===== config.mk =====
export PLATFORM = sky130hd
export DESIGN_NAME = bram_port_arbiter_flat
export DESIGN_NICKNAME = d
export VERILOG_FILES = /design/src/rtl/bram_port_arbiter_if.sv /design/src/rtl/bram_port_arbiter.sv /design/src/flat_wrapper.sv
export SDC_FILE = /design/constraint.sdc
export NUM_CORES = 1
export LEC_CHECK = 0
export CAP_MARGIN = 20
export CORE_AREA = 3 3 375 377
export DETAILED_ROUTE_END_ITERATION = 10
export DIE_AREA = 0 0 378 380
export PLACE_DENSITY_LB_ADDON = 0.08
export SLEW_MARGIN = 10
export SYNTH_ARGS = -nofsm -noshare
export SYNTH_HDL_FRONTEND = slang
export SYNTH_SLANG_ARGS = --single-unit
export TNS_END_PERCENT = 10

===== constraint.sdc =====
create_clock -name clk -period 3 [get_ports clk]
set_input_delay 0.75 -clock clk [delete_from_list [all_inputs] [get_ports clk]]
set_output_delay 0.75 -clock clk [all_outputs]
set_load 0.05 [all_outputs]

===== src/rtl/bram_port_arbiter_if.sv =====
// Requester-side bus of bram_port_arbiter: per-requester write/read
// requests with flattened address/data slices, one-hot grants and the
// shared registered read-return channel.
// master: requester lanes (drive requests, receive grants and read data)
// slave : the arbiter
interface bram_port_arbiter_if #(
  parameter int DATA_WIDTH = 128,
  parameter int ADDR_WIDTH = 6,
  parameter int NUM_REQ    = 4
);
  logic [NUM_REQ-1:0]            wr_req;
  logic [NUM_REQ*ADDR_WIDTH-1:0] wr_addr;
  logic [NUM_REQ*DATA_WIDTH-1:0] wr_data;
  logic [NUM_REQ-1:0]            wr_gnt;
  logic [NUM_REQ-1:0]            rd_req;
  logic [NUM_REQ*ADDR_WIDTH-1:0] rd_addr;
  logic [NUM_REQ-1:0]            rd_gnt;
  logic [NUM_REQ-1:0]            rd_valid;
  logic [DATA_WIDTH-1:0]         rd_data;

  modport master (
    output wr_req, wr_addr, wr_data, rd_req, rd_addr,
    input  wr_gnt, rd_gnt, rd_valid, rd_data
  );

  modport slave (
    input  wr_req, wr_addr, wr_data, rd_req, rd_addr,
    output wr_gnt, rd_gnt, rd_valid, rd_data
  );
endinterface


===== src/rtl/bram_port_arbiter.sv =====
// Round-robin arbiter sharing one BRAM (one write port, one asynchronous
// read port) between NUM_REQ requester lanes. Write and read ports are
// arbitrated independently and combinationally; read data is registered
// and returned to the granted lane one cycle after its grant.
// Optional feature macro: BRAM_ARB_WR_BYPASS_EN -- when defined, a read of
// the address being written in the same cycle returns the new data
// (write-first); otherwise it returns the old BRAM contents (read-first).
module bram_port_arbiter #(
  parameter int DATA_WIDTH = 128,
  parameter int ADDR_WIDTH = 6,
  parameter int NUM_REQ    = 4
) (
  input  logic                  clk,
  input  logic                  rst_n,
  bram_port_arbiter_if.slave    bus,
  output logic                  bram_wr_en_o,
  output logic [ADDR_WIDTH-1:0] bram_write_addr_o,
  output logic [DATA_WIDTH-1:0] bram_data_in_o,
  output logic [ADDR_WIDTH-1:0] bram_read_addr_o,
  input  logic [DATA_WIDTH-1:0] bram_data_out_i
);

  localparam int PTR_W = (NUM_REQ > 1) ? $clog2(NUM_REQ) : 1;

  typedef struct packed {
    logic             found;
    logic [PTR_W-1:0] idx;
  } pick_t;

  // First requester at or after ptr, wrapping. Scanning from the far end
  // backwards lets the nearest hit overwrite any later one.
  function automatic pick_t rr_pick(input logic [NUM_REQ-1:0] req,
                                    input logic [PTR_W-1:0]   ptr);
    pick_t p;
    int    j;
    p = '0;
    for (int k = NUM_REQ - 1; k >= 0; k--) begin
      j = (int'(ptr) + k) % NUM_REQ;
      if (req[j]) begin
        p.found = 1'b1;
        p.idx   = PTR_W'(j);
      end
    end
    return p;
  endfunction

  // Pointer position just past the winner, modulo NUM_REQ.
  function automatic logic [PTR_W-1:0] ptr_after(input logic [PTR_W-1:0] idx);
    return (idx == PTR_W'(NUM_REQ - 1)) ? '0 : idx + PTR_W'(1);
  endfunction

  logic [PTR_W-1:0]      wr_ptr_q, wr_ptr_d;
  logic [PTR_W-1:0]      rd_ptr_q, rd_ptr_d;
  logic [NUM_REQ-1:0]    rd_valid_q, rd_valid_d;
  logic [DATA_WIDTH-1:0] rd_data_q, rd_data_d;
  pick_t                 wr_pick, rd_pick;
  logic                  wr_en, rd_en;

  // Pick winners; grants are suppressed while reset is asserted.
  always_comb begin
    wr_pick = rr_pick(bus.wr_req, wr_ptr_q);
    rd_pick = rr_pick(bus.rd_req, rd_ptr_q);
    wr_en   = wr_pick.found && rst_n;
    rd_en   = rd_pick.found && rst_n;
  end

  // One-hot grants and BRAM port muxing of the granted lane's slice.
  always_comb begin
    // NOTE: every output of this block gets a default before any branch,
    // so no path leaves a value unassigned and no latch is inferred.
    bus.wr_gnt        = '0;
    bus.rd_gnt        = '0;
    bram_wr_en_o      = 1'b0;
    bram_write_addr_o = '0;
    bram_data_in_o    = '0;
    bram_read_addr_o  = '0;
    if (wr_en) begin
      bus.wr_gnt[wr_pick.idx] = 1'b1;
      bram_wr_en_o      = 1'b1;
      bram_write_addr_o = bus.wr_addr[int'(wr_pick.idx)*ADDR_WIDTH +: ADDR_WIDTH];
      bram_data_in_o    = bus.wr_data[int'(wr_pick.idx)*DATA_WIDTH +: DATA_WIDTH];
    end
    if (rd_en) begin
      bus.rd_gnt[rd_pick.idx] = 1'b1;
      bram_read_addr_o  = bus.rd_addr[int'(rd_pick.idx)*ADDR_WIDTH +: ADDR_WIDTH];
    end
  end

  // Next-state: advance pointers past winners, capture read return.
  always_comb begin
    wr_ptr_d   = wr_en ? ptr_after(wr_pick.idx) : wr_ptr_q;
    rd_ptr_d   = rd_en ? ptr_after(rd_pick.idx) : rd_ptr_q;
    rd_valid_d = bus.rd_gnt;
    rd_data_d  = rd_data_q;
    if (rd_en) begin
`ifdef BRAM_ARB_WR_BYPASS_EN
      if (bram_wr_en_o && (bram_write_addr_o == bram_read_addr_o))
        rd_data_d = bram_data_in_o;
      else
        rd_data_d = bram_data_out_i;
`else
      rd_data_d = bram_data_out_i;
`endif
    end
  end

  // State registers; reset discards any in-flight read return.
  always_ff @(posedge clk or negedge rst_n) begin
    // NOTE: state uses non-blocking assignments so every flop samples the
    // pre-edge values; the read-data register is reset, the BRAM is not.
    if (!rst_n) begin
      wr_ptr_q   <= '0;
      rd_ptr_q   <= '0;
      rd_valid_q <= '0;
      rd_data_q  <= '0;
    end else begin
      wr_ptr_q   <= wr_ptr_d;
      rd_ptr_q   <= rd_ptr_d;
      rd_valid_q <= rd_valid_d;
      rd_data_q  <= rd_data_d;
    end
  end

  assign bus.rd_valid = rd_valid_q;
  assign bus.rd_data  = rd_data_q;

endmodule


===== src/flat_wrapper.sv =====
// flat-port wrapper written by rule: the top's interface ports become plain ports
module bram_port_arbiter_flat 
#(
  parameter int DATA_WIDTH = 128,
  parameter int ADDR_WIDTH = 6,
  parameter int NUM_REQ    = 4
)
  (clk, rst_n, bram_wr_en_o, bram_write_addr_o, bram_data_in_o, bram_read_addr_o, bram_data_out_i, bus_wr_req, bus_wr_addr, bus_wr_data, bus_rd_req, bus_rd_addr, bus_wr_gnt, bus_rd_gnt, bus_rd_valid, bus_rd_data);
  bram_port_arbiter_if #(.DATA_WIDTH(DATA_WIDTH), .ADDR_WIDTH(ADDR_WIDTH), .NUM_REQ(NUM_REQ)) bus_i ();
  input  logic clk;
  input  logic rst_n;
  output logic bram_wr_en_o;
  output logic [ADDR_WIDTH-1:0] bram_write_addr_o;
  output logic [DATA_WIDTH-1:0] bram_data_in_o;
  output logic [ADDR_WIDTH-1:0] bram_read_addr_o;
  input  logic [DATA_WIDTH-1:0] bram_data_out_i;
  input wire logic [$bits(bus_i.wr_req)-1:0] bus_wr_req;
  input wire logic [$bits(bus_i.wr_addr)-1:0] bus_wr_addr;
  input wire logic [$bits(bus_i.wr_data)-1:0] bus_wr_data;
  input wire logic [$bits(bus_i.rd_req)-1:0] bus_rd_req;
  input wire logic [$bits(bus_i.rd_addr)-1:0] bus_rd_addr;
  output wire logic [$bits(bus_i.wr_gnt)-1:0] bus_wr_gnt;
  output wire logic [$bits(bus_i.rd_gnt)-1:0] bus_rd_gnt;
  output wire logic [$bits(bus_i.rd_valid)-1:0] bus_rd_valid;
  output wire logic [$bits(bus_i.rd_data)-1:0] bus_rd_data;
  assign bus_i.wr_req = bus_wr_req;
  assign bus_i.wr_addr = bus_wr_addr;
  assign bus_i.wr_data = bus_wr_data;
  assign bus_i.rd_req = bus_rd_req;
  assign bus_i.rd_addr = bus_rd_addr;
  assign bus_wr_gnt = bus_i.wr_gnt;
  assign bus_rd_gnt = bus_i.rd_gnt;
  assign bus_rd_valid = bus_i.rd_valid;
  assign bus_rd_data = bus_i.rd_data;
  bram_port_arbiter #(.DATA_WIDTH(DATA_WIDTH), .ADDR_WIDTH(ADDR_WIDTH), .NUM_REQ(NUM_REQ)) u_core (.clk(clk), .rst_n(rst_n), .bus(bus_i), .bram_wr_en_o(bram_wr_en_o), .bram_write_addr_o(bram_write_addr_o), .bram_data_in_o(bram_data_in_o), .bram_read_addr_o(bram_read_addr_o), .bram_data_out_i(bram_data_out_i));
endmodule

Run 1, signal wires by layer:
(1 px per um) Two of the layers only.
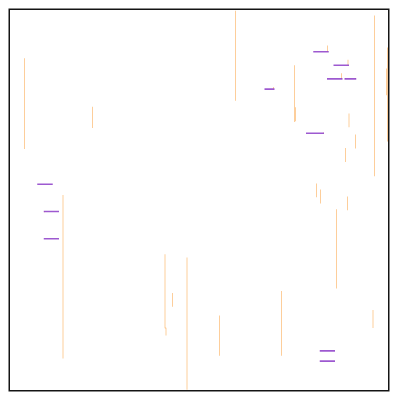
layer	colour	wire length
met4	orange	1250 um
met5	purple	145 um
final wirelength: 104000 um
routed length per instance: 25.9 um

Run 1, met4 routing:
(1 px per um) Supply wires on this layer in grey.
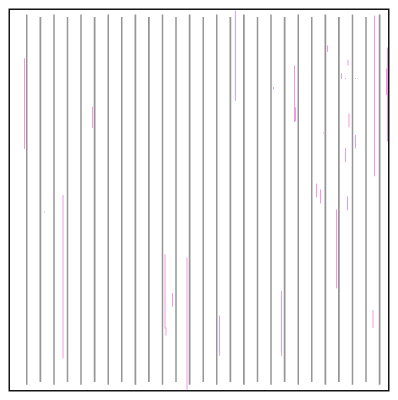
nets with wire on the layer	25
share of all routed wire	1.2%

Run 1, congestion heat map:
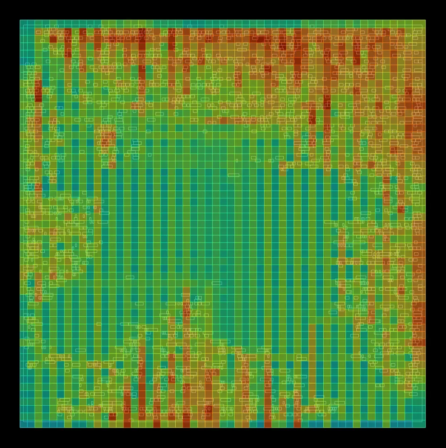
met1 usage in global routing: 0.155
fin util: 0.191
M3 GR Usage: 0.0468

==> flow_summary.yaml, run 1 <==
# implementation run metrics
logic_synthesis:
  synthXorXnorAreaFrac: 0
  edf_count: 0
  async_reset_ff_frac: 1.00
  netlist_area_um2: 9100
  top_logic_kind: "AND-OR/OR-AND gates"
  ys_seq_frac: 0.374
  synthTopCellsByArea: "dfrtp_1, nand2_1, mux2i_1"
  top_area_cell: "dfrtp_1"
  synth_cell_types: 30
  syn_avg_cell_area_um2: 8.20
  ys_sh_simple: 0.176
  yosysMostFrequentCell: "nand2_1"
  synth.area.mux_share: 0.162
  ys_chip_area_um2: 9100
  ys_sh_aoi: 0.221
  ys_cells: 1109
  netlist_instances: 1109
layout:
  mostFrequentLayoutCell: "clkdlybuf4s50_1"
  final_cell_area_um2: 26300
  comb_cells: 862
  seqCellArea_um2: 3410
  sh_seq_area: 0.130
  drive_gt1_frac: 0.264
  layout_top_cells: "clkdlybuf4s50_1, nand2_1, dfrtp_1"
  sh_comb_area: 0.266
  nets: 2881
  clk_share: 0.0229
  buffer_area_frac: 0.493
  dominant_cells: "non-clock buffers"
  ff_count: 136
  comb_area_um2: 7000
  syn2layout_area_growth_pct: 189
  largest_reg_flops: 128
grt:
  grt.busiest_layer: "met2"
  grt_use_met2: 0.250
  grt_pass1_vias: 14000
  grt_start_max_net_pins: 115
setup_path:
  crit_path_end_kind: "output port"
  reg2regPathDepth: 10
  slowest_stage: "o31a_4"
  r2r-end: "u_core.wr_ptr_q[1]"
  regToRegStartpoint: "u_core.wr_ptr_q[0]"
  critical_path_class: "in -> out"
  r2r_slack_ns: 0.95
  worstPathArrival_ns: 2.51
  crit_start: "bus_wr_req[1]"
  cp_num_cells: 12
  path_cells: "buf_6 > buf_6 > buf_6 > o21bai_4 > o31a_4 > buf_12 > buf_12 > buf_4 > mux2i_1 > buf_4 > o22ai_4 > buf_12"
  critPathBufInv: 8
final_timing:
  slew_headroom: 0.429
  setup_slack_ns: -0.260
  period_used_share: 1.09
  setup_viol: 139
  finalHoldViolCount: 0
  max_freq_ghz: 0.307
  fin_crit_ns: 3.26
pwr:
  comb-power_mw: 11.6
  power.switching_mw: 7.40
  clkPwrFrac: 0.142
  pg_seq_mw: 2.18
  power.static_leakage_nw: 10.3
  internal_power_mw: 8.62
  combPwrFrac: 0.722
  total_power_mw: 16.0
  powerDensity_nw_per_um2: 609
  maxPowerGroup: "combinational cells"
die:
  chipWidth_um: 378
  core_util_floorplan: 0.0662
clocking:
  clk-insertion-delay-late_ns: 0.48
  clk_pin_slew_ns: 0.07
  cts_hold_buf: 0
  post_cts_buffers: 43
  numCtsBuffers: 17
  cts.sinks: 136
  clock_tree.htree_level_count: 4
job:
  timing.max_cap.violations: 0
route:
  dr.pass1.iters: 5
  viasPerCell: 3.33
  drc: 0
  highest_layer: "met5"
  postRouteAntennaNets: 0
placed_design:
  hpwl_um: 85200
status:
  violations: "negative setup slack"
  status: "complete, but fails checks"
hold_path:
  min_path_type: "in -> async"
## Run 2: what changed since run 1
- CORE_AREA: 3 3 375 377 -> 3 3 379 381
- CTS_BUF_LIST: not set -> sky130_fd_sc_hd__clkbuf_4
- DIE_AREA: 0 0 378 380 -> 0 0 382 384
- clock period: 3 -> 4 ns (I/O delays scaled with it)
==> run 2 against run 1 <==
Largest cell class unchanged. The flow now finishes without violations. Register-to-register slack improved by 1.0 ns. Worst hold slack gained 0.080 ns. Count of clock-buffer cells in the layout up 1. Flip-flop count did not move. Synthesized cell count stayed put. Global-route usage up 0.85 points. Non-clock buffer count is 51 lower. First-iteration DRC count grew 12%. Sequential share of layout area up 1.6 points.
==> flow_summary.yaml, run 2 <==
# implementation run metrics
status:
  status: "finished clean"
setup_path:
  crit_required_ns: 3.00
  regToRegStartpoint: "u_core.wr_ptr_q[1]"
  cp_num_cells: 8
  reg2regPathDepth: 7
  slowest_stage: "o31a_2"
  r2r_slack_ns: 1.99
  path_cells: "dlygate4sd2_1 > nor2b_1 > o31a_2 > buf_12 > bufbuf_16 > mux2i_1 > o22ai_1 > buf_4"
  r2r-end: "u_core.wr_ptr_q[1]"
  critPathTopFamily: "buffers and inverters"
  critical_path_class: "in -> out"
  worstPathArrival_ns: 2.96
  critPathCapture: "bram_data_in_o[67]"
  crit_start: "bus_wr_req[2]"
  critPathBufInv: 4
  crit_path_end_kind: "output port"
  slowest_delay_ns: 0.42
  worst_setup_path_start_kind: "primary input"
  critPathMaxFanout: 11
logic_synthesis:
  synthAdderAreaFrac: 0.0110
  ys_cells: 1109
  syn-num-nets: 1815
  ys_sh_simple: 0.176
  ys_warn_count: 0
  synthTopCellsByArea: "dfrtp_1, nand2_1, mux2i_1"
  top_area_cell: "dfrtp_1"
  top_logic_kind: "AND-OR/OR-AND gates"
  edf_count: 0
  ys_top_cells_by_count: "nand2_1, mux2i_1, o22ai_1"
  synthXorXnorAreaFrac: 0
  ys_sh_aoi: 0.221
  netlist_area_um2: 9100
  yosysMostFrequentCell: "nand2_1"
  syn_avg_cell_area_um2: 8.20
  top_cell_area_share: 0.374
  ys.flops: 136
  ys_seq_frac: 0.374
  flop_cell: "dfrtp_1"
  synth_cell_types: 30
  ys_chip_area_um2: 9100
  synth.area.mux_share: 0.162
  async_reset_ff_frac: 1.00
  netlist_instances: 1109
die:
  chipWidth_um: 382
  rows: 138
  io_pins: 979
  core_util_floorplan: 0.0646
  chip_area_um2: 147000
  nWellTaps: 1890
  die-height_um: 384
  core_um2: 141000
grt:
  overflow: 0
  grt_util_met3: 0.0473
  grt_pass1_vias: 13700
  grt_use_met2: 0.264
  antenna_found_initial: 53
  grt_start_max_net_pins: 130
  grtUsageTotal: 0.146
  grt.busiest_layer: "met2"
pwr:
  combPwrFrac: 0.735
  powerDensity_nw_per_um2: 431
  pg_clk_mw: 1.04
  power.switching_mw: 5.06
  maxPowerGroup: "combinational cells"
  pg_seq_mw: 1.63
  peakVddDrop_mv: 0.183
  internal_power_mw: 5.01
  power.static_leakage_nw: 9.41
  switching_share: 0.502
  total_power_mw: 10.1
  clkPwrFrac: 0.104
  comb-power_mw: 7.40
  seqPwrFrac: 0.162
clocking:
  post_cts_buffers: 6
  cts_root_buf: "clkbuf_4"
  clk_pin_slew_ns: 0.15
  clk-insertion-delay-late_ns: 0.66
  post_cts_resized: 60
  clockBufferDepth: 2
  cts_hold_buf: 0
  clock_tree.htree_level_count: 4
  numCtsBuffers: 17
  cts.sinks: 136
layout:
  dominant_cells: "non-clock buffers"
  comb_cells: 861
  inverters: 7
  layout_top_cells: "clkdlybuf4s50_1, nand2_1, buf_4"
  sh_seq_area: 0.146
  nets: 2829
  final_core_util: 0.166
  mostFrequentLayoutCell: "clkdlybuf4s50_1"
  syn2layout_area_growth_pct: 157
  nClkBuffers: 19
  num_antenna_cells: 19
  buffer_area_frac: 0.502
  seqCellArea_um2: 3400
  final_cell_area_um2: 23300
  ff_count: 136
  sh_comb_area: 0.236
  fill_cells: 16000
  comb_area_um2: 5500
  clk_share: 0.0115
  drive_gt1_frac: 0.163
  buffers: 1100
  largest_reg_flops: 128
  fin_cells: 4044
final_timing:
  fin_crit_ns: 3.96
  slew_headroom: 0.394
  finalHoldViolCount: 0
  setup_slack_ns: 0.0449
  setup_viol: 0
  finalClockSkew_ns: 0.00337
  slew_viol_final: 0
  max_freq_ghz: 0.253
  tightest_slew_ns: 0.910
  period_used_share: 0.989
  final.setup.tns_ns: 0
route:
  route.met2.wl_um: 58000
  m1WireLength_um: 45500
  route.met3.wl_um: 8480
  drc: 0
  wire_per_inst_um: 28.0
  drt-initial-drc-count: 698
  dr.pass1.iters: 5
  postRouteAntennaNets: 0
  viasPerCell: 3.24
  highest_layer: "met5"
placed_design:
  place_ws_ns: -0.574
  placed_cells: 3974
  numPortBuffers: 978
  hpwl_um: 95500
  placed_area_um2: 22300
  routabilityCongestion: 0.984
job:
  timing.max_cap.violations: 0
  log.warning_count: 40
hold_path:
  min_path_type: "in -> async"
Run 2, met1 routing:
(1.5 px per um) Supply wires on this layer in grey. Cells faint in the background.
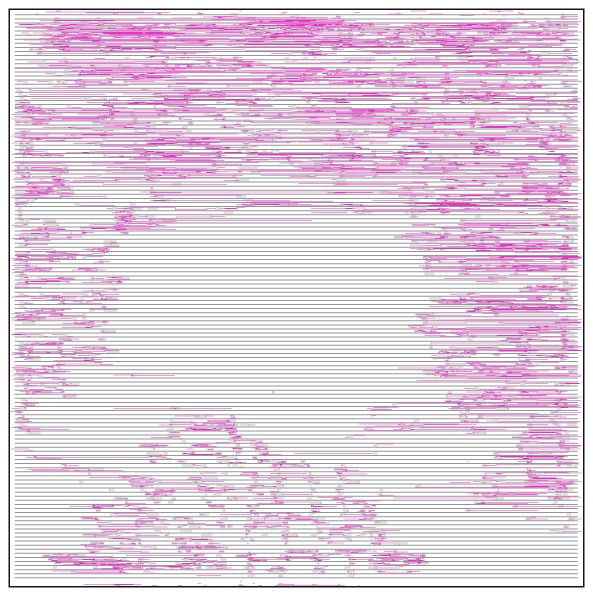
nets with wire on the layer	2582
wire length on this layer	45.5 mm
longest straight run	202 um
met1 usage in global routing: 0.172
final wirelength: 113000 um
via count: 13100

## Run 3: what changed since run 2
- SLEW_MARGIN: 10 -> not set
==> run 3 against run 2 <==
Sequential share of layout area unchanged. Die area did not move. Setup slack stayed put. Highest routed layer unchanged. Largest cell class unchanged. Flip-flop count stayed put. Non-clock buffer count is the same. Sequential power about the same. Count of clock-buffer cells in the layout unchanged. Critical path type unchanged.
==> flow_summary.yaml, run 3 <==
# implementation run metrics
logic_synthesis:
  yosysMostFrequentCell: "nand2_1"
  flop_cell: "dfrtp_1"
  ys_sh_simple: 0.176
  ys_top_cells_by_count: "nand2_1, mux2i_1, o22ai_1"
  synthAdderAreaFrac: 0.0110
  async_reset_ff_frac: 1.00
  syn_avg_cell_area_um2: 8.20
  syn-num-nets: 1815
  synthTopCellsByArea: "dfrtp_1, nand2_1, mux2i_1"
setup_path:
  critPathTopFamily: "buffers and inverters"
  slowest_stage: "o31a_2"
  r2r-end: "u_core.wr_ptr_q[1]"
  regToRegStartpoint: "u_core.wr_ptr_q[1]"
  worstPathArrival_ns: 2.96
  path_cells: "dlygate4sd2_1 > nor2b_1 > o31a_2 > buf_12 > bufbuf_16 > mux2i_1 > o22ai_1 > buf_4"
  worst_setup_path_start_kind: "primary input"
  slowest_delay_ns: 0.42
final_timing:
  tightest_slew_ns: 0.910
  setup_viol: 0
  max_freq_ghz: 0.253
  finalClockSkew_ns: 0.00337
layout:
  buffer_area_frac: 0.502
  comb_cells: 861
  mostFrequentLayoutCell: "clkdlybuf4s50_1"
  comb_area_um2: 5500
  nets: 2829
  dominant_cells: "non-clock buffers"
  sh_comb_area: 0.236
  fill_cells: 16000
  fin_cells: 4044
  drive_gt1_frac: 0.163
  layout_top_cells: "clkdlybuf4s50_1, nand2_1, buf_4"
  clk_share: 0.0115
  buffers: 1100
clocking:
  clk-insertion-delay-late_ns: 0.66
  post_cts_buffers: 6
  clock_tree.htree_level_count: 4
  cts_root_buf: "clkbuf_4"
  cts.sinks: 136
  clockBufferDepth: 2
  post_cts_resized: 60
pwr:
  maxPowerGroup: "combinational cells"
  switching_share: 0.502
  internal_power_mw: 5.01
  powerDensity_nw_per_um2: 431
  total_power_mw: 10.1
  pg_seq_mw: 1.63
  clkPwrFrac: 0.104
  combPwrFrac: 0.735
die:
  rows: 138
  core_util_floorplan: 0.0646
  core_um2: 141000
  chip_area_um2: 147000
placed_design:
  place_ws_ns: -0.574
  numPortBuffers: 978
status:
  status: "finished clean"
grt:
  grt_use_met2: 0.264
  grt_util_met3: 0.0473
  grt_pass1_vias: 13700
  antenna_found_initial: 53
route:
  postRouteAntennaNets: 0
  m1WireLength_um: 45500
  wire_per_inst_um: 28.0
  viasPerCell: 3.24
  route.met2.wl_um: 58000
  drt-initial-drc-count: 698
  dr.pass1.iters: 5
  route.met3.wl_um: 8480
  highest_layer: "met5"
job:
  timing.max_cap.violations: 0
hold_path:
  min_path_type: "in -> async"
Run 3, congestion heat map:
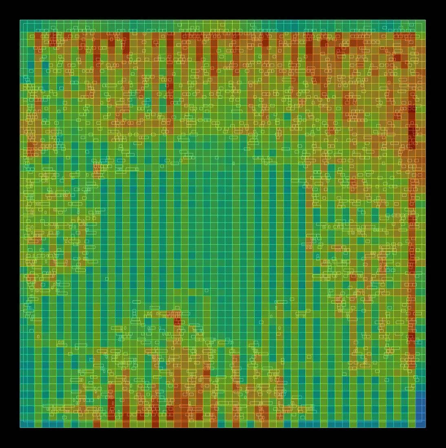
Most Used Layer, Global Route: met2
fin util: 0.166

Power figures rest on the tool's default switching activity, not on a simulated workload.
